Fig. 1: metal 1
Scale bar: 20 um. Supply wires on this layer in grey. Cells faint in the background.
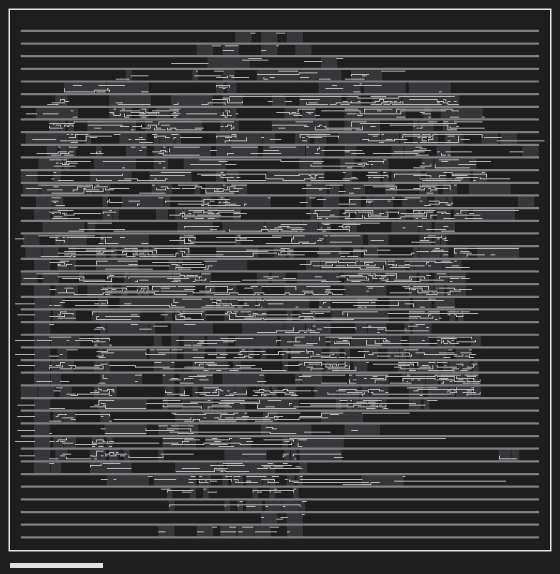
Fig. 2: routing congestion
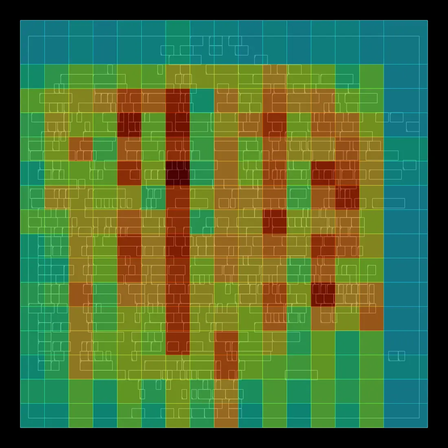
Fig. 3: the metal 2 layer
Scale bar: 20 um. Cells faint in the background.
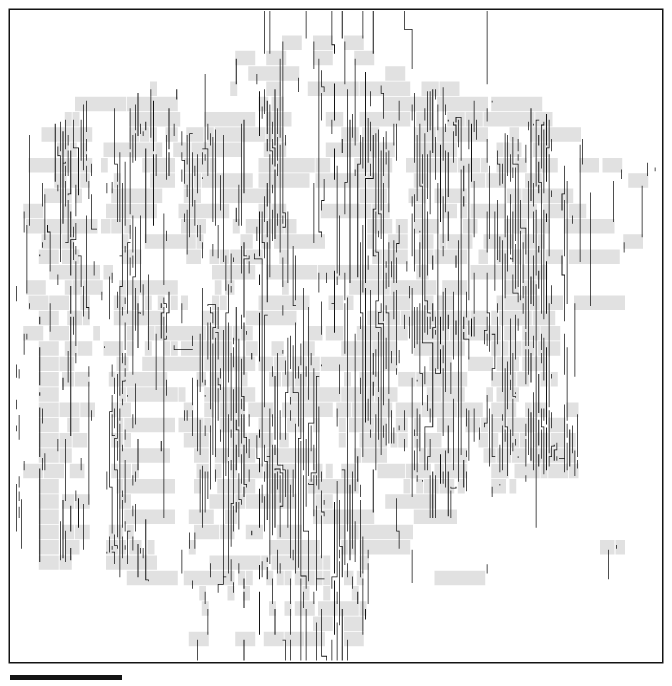
Fig. 4: layout detail
Scale bar: 10 um. Region (38, 15) to (78, 55) um. Cells in grey, sequential cells in the stronger grey; small squares are vias.
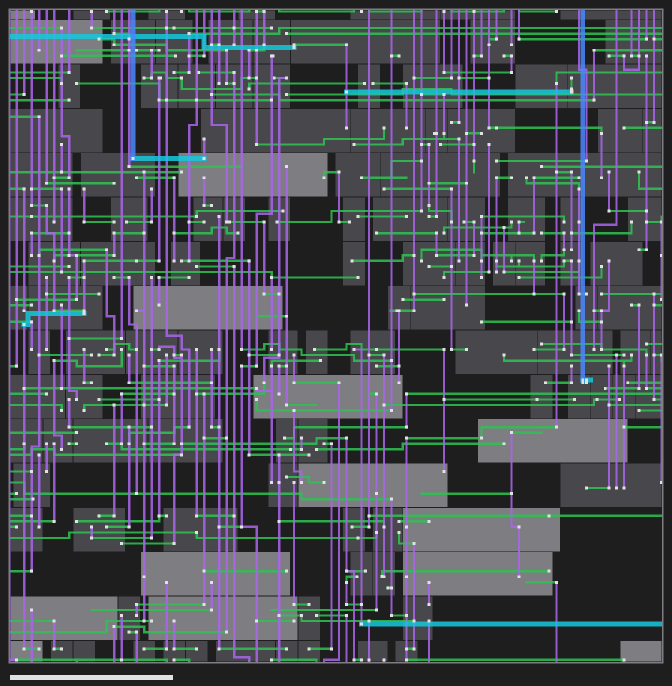
==> config.mk <==
export PLATFORM = sky130hd
export DESIGN_NAME = rsa_core_modmul_flat
export DESIGN_NICKNAME = d
export VERILOG_FILES = /design/src/rtl/rsa_core_pkg.sv /design/src/rtl/rsa_core_modmul_if.sv /design/src/rtl/rsa_core_csub.sv /design/src/rtl/rsa_core_modmul.sv /design/src/flat_wrapper.sv
export SDC_FILE = /design/constraint.sdc
export NUM_CORES = 1
export LEC_CHECK = 0
export CAP_MARGIN = 20
export CORE_MARGIN = 2
export CORE_UTILIZATION = 35
export DETAILED_ROUTE_END_ITERATION = 10
export SYNTH_ARGS = -nofsm -noshare
export SYNTH_HDL_FRONTEND = slang
export SYNTH_HIERARCHICAL = 1
export SYNTH_SLANG_ARGS = --single-unit
export TNS_END_PERCENT = 10
==> constraint.sdc <==
create_clock -name mm_clk -period 4.8 [get_ports mm_clk]
set_input_delay 0.96 -clock mm_clk [delete_from_list [all_inputs] [get_ports mm_clk]]
set_output_delay 0.96 -clock mm_clk [all_outputs]
set_load 0.05 [all_outputs]
==> qor.yml <==
run_status:
  status: "complete, no violations"
clocking:
  root_buffer: "sky130_fd_sc_hd__clkbuf_16"
  cts_tree: "done"
  clock_latency_ns: 0.33
  cts.sink_count: 60
  clockBufferDepth: 2
  clkSlewWorstSetupHoldPaths_ns: 0.06
  cts-htree-levels: 3
  num_cts_buffers: 9
global_routing:
  global_route.usage.met3: 0.03975
  grt_pass1_vias: 3904
  grt_max_degree: 61
  grt_busiest_layer: "met2"
  wire_length_of_the_first_global_routing_pass_um: 18460
  global_route.overflow_total: 0
  antenna_violations_before_repair: 0
synth:
  synthesis.area_mm2: 0.004390
  synthesis.nets: 574
  syn_avg_cell_area_um2: 9.052
  yosys_warnings: 6
  synthCells: 485
floorplan:
  io-pin-count: 57
  rows: 40
  fp.dieW_um: 116
  core_mm2: 0.01211
  chip_area_mm2: 0.01346
  initCoreUtil: 0.3625
  die_boundary_height_um: 116
drt:
  drc_violations_left: 0
  post_drt_via_cell_ratio: 5.206
  drt-initial-drc-count: 177
  detail_route.first_pass.iterations: 4
  ant_nets: 0
worst_hold_path:
  timing.hold.worst.class: "flip-flop to flip-flop"
  worstHoldPathCells: 1
placement:
  numPortBuffers: 56
  gp_routability_congestion: 0.8460
  dpl.hpwl_um: 8584
final_timing:
  setup-tns-final_ns: 0
  report.final.hold_viol_count: 0
  layout_min_cycle_time_ns: 4.551
  worst_slew_pin_slew_ns: 0.9117
  final_hold_slack_ns: 0.4825
  slew_viol_final: 0
  finClkSkew_ns: 0.006026
  timing.final.crit_share: 0.9482
  setup-violations-final: 0
  maxClockFrequency_mhz: 219.7
  relSlewSlack: 0.3900
setup_path:
  crit_type: "flip-flop to flip-flop"
  worstPathMaxFanout: 8
  arrival_ns: 4.77
  rrSetupSlack_ns: 0.25
  critPathCaptureType: "flip-flop"
  required_ns: 5.01
  timing.reg2reg.worst_path_depth: 20
  worst_setup_path_start_kind: "flip-flop"
finish:
  antenna-diode-count: 0
  layout-drive-gt1-share: 0.1189
  final_net_count: 639
  largest_register_ff_count: 16
  areaGrowthSynthToFinish_pct: 27.19
run:
  warning_count: 27
  max_cap_violations: 0
-- Fig. 1 (at the start) --
- wire length on this layer: 4790 um
- share of all routed wire: 42%
- longest straight run: 38.2 um
- main direction: horizontal
Final Routed Wirelength: 11360 um
GR met1 Demand/Resource: 0.2044

-- Fig. 2 (at the start) --
Final Util: 0.4611
routing usage on met2: 0.3212
final routed wire length divided by cell count: 15.72 um
total global-route track usage: 0.1785

-- Fig. 3 (at the start) --
- wire length on this layer: 5820 um
- share of all routed wire: 51%
- main direction: vertical
- longest straight run: 50.7 um
- nets with wire on the layer: 524
Vias: 3764

-- Fig. 4 (at the start) --
- blue: M4
- cyan: M3
- green: M1
- purple: M2
- most frequent: inv_1 (16), ha_1 (15), dfrtp_1 (10)
- cells with their middle in the window: 101
- sequential cells in the window: 11

==> layer usage <==
| layer | part of all wire | wire [um] |
|---|---|---|
| met5 | 0 | 0 |
| met4 | 0.031 | 347 |
| met3 | 0.036 | 405 |
| met2 | 0.51 | 5820 |
| met1 | 0.42 | 4790 |
==> through the flow <==
step	cell area [um2]	instances	worst slack, ns
floorplan	4390	485	0.1803
global placement	5190	705	0.05119
detailed placement	5190	705	-0.02242
CTS	5499	722	0.04946
global route	5584	723	-0.01246
finish	5584	723	0.2488
==> timing repair <==
item / CTS / global route
hold buffers: 0 / 0
setup buffers: 1 / 1
gates cloned: 0 / 0
endpoints found under the setup margin: 12 / 16
gates resized: 1 / 16
pin swaps: 1 / 9
==> cell usage in the layout (no fill, tap or decap), types with 4 or more instances in the layout <==
master and instances:
sky130_fd_sc_hd__o21a_1 5, sky130_fd_sc_hd__a211oi_1 8, sky130_fd_sc_hd__nor2b_1 12, sky130_fd_sc_hd__dfrtp_1 59, sky130_fd_sc_hd__a21oi_1 14, sky130_fd_sc_hd__o21ai_0 20, sky130_fd_sc_hd__buf_4 15, sky130_fd_sc_hd__o22a_1 8
sky130_fd_sc_hd__a31oi_1 15, sky130_fd_sc_hd__nand2_1 75, sky130_fd_sc_hd__clkbuf_16 9, sky130_fd_sc_hd__xnor2_1 12, sky130_fd_sc_hd__inv_1 36, sky130_fd_sc_hd__nor3_1 6, sky130_fd_sc_hd__nor2_1 30, sky130_fd_sc_hd__clkdlybuf4s50_1 55
sky130_fd_sc_hd__nand2b_1 6, sky130_fd_sc_hd__and3_1 11, sky130_fd_sc_hd__a22o_1 8, sky130_fd_sc_hd__mux2_1 9, sky130_fd_sc_hd__o21ai_1 7, sky130_fd_sc_hd__nand3_1 4, sky130_fd_sc_hd__a21o_1 10, sky130_fd_sc_hd__ha_1 37
sky130_fd_sc_hd__a211oi_2 4
==> critical path, cell delays in order, from the launching register on <==
cell and delay [ns]:
sky130_fd_sc_hd__dfrtp_1 0.38, sky130_fd_sc_hd__nor2b_1 0.12, sky130_fd_sc_hd__inv_1 0.06, sky130_fd_sc_hd__ha_1 0.21, sky130_fd_sc_hd__nand2b_1 0.18, sky130_fd_sc_hd__a211oi_2 0.29, sky130_fd_sc_hd__a22oi_2 0.11, sky130_fd_sc_hd__nand3_4 0.12
sky130_fd_sc_hd__mux2i_2 0.30, sky130_fd_sc_hd__ha_1 0.28, sky130_fd_sc_hd__a21o_1 0.19, sky130_fd_sc_hd__a211oi_2 0.22, sky130_fd_sc_hd__nor2_1 0.09, sky130_fd_sc_hd__o41ai_2 0.24, sky130_fd_sc_hd__xnor2_1 0.14, sky130_fd_sc_hd__ha_1 0.32
sky130_fd_sc_hd__and3_1 0.21, sky130_fd_sc_hd__a22oi_2 0.20, sky130_fd_sc_hd__nand3_4 0.18, sky130_fd_sc_hd__mux2_1 0.38, sky130_fd_sc_hd__a22o_1 0.22
==> area by class of cell <==
type                       count  area [um2]
inverter                      36       135.1
clock buffer                   9       225.2
multi-input combinational    372        2768
timing repair buffer          71       668.1
tap                          168       210.2
fill                        1192        6528
clock inverter                 7       75.07
sequential                    60        1503
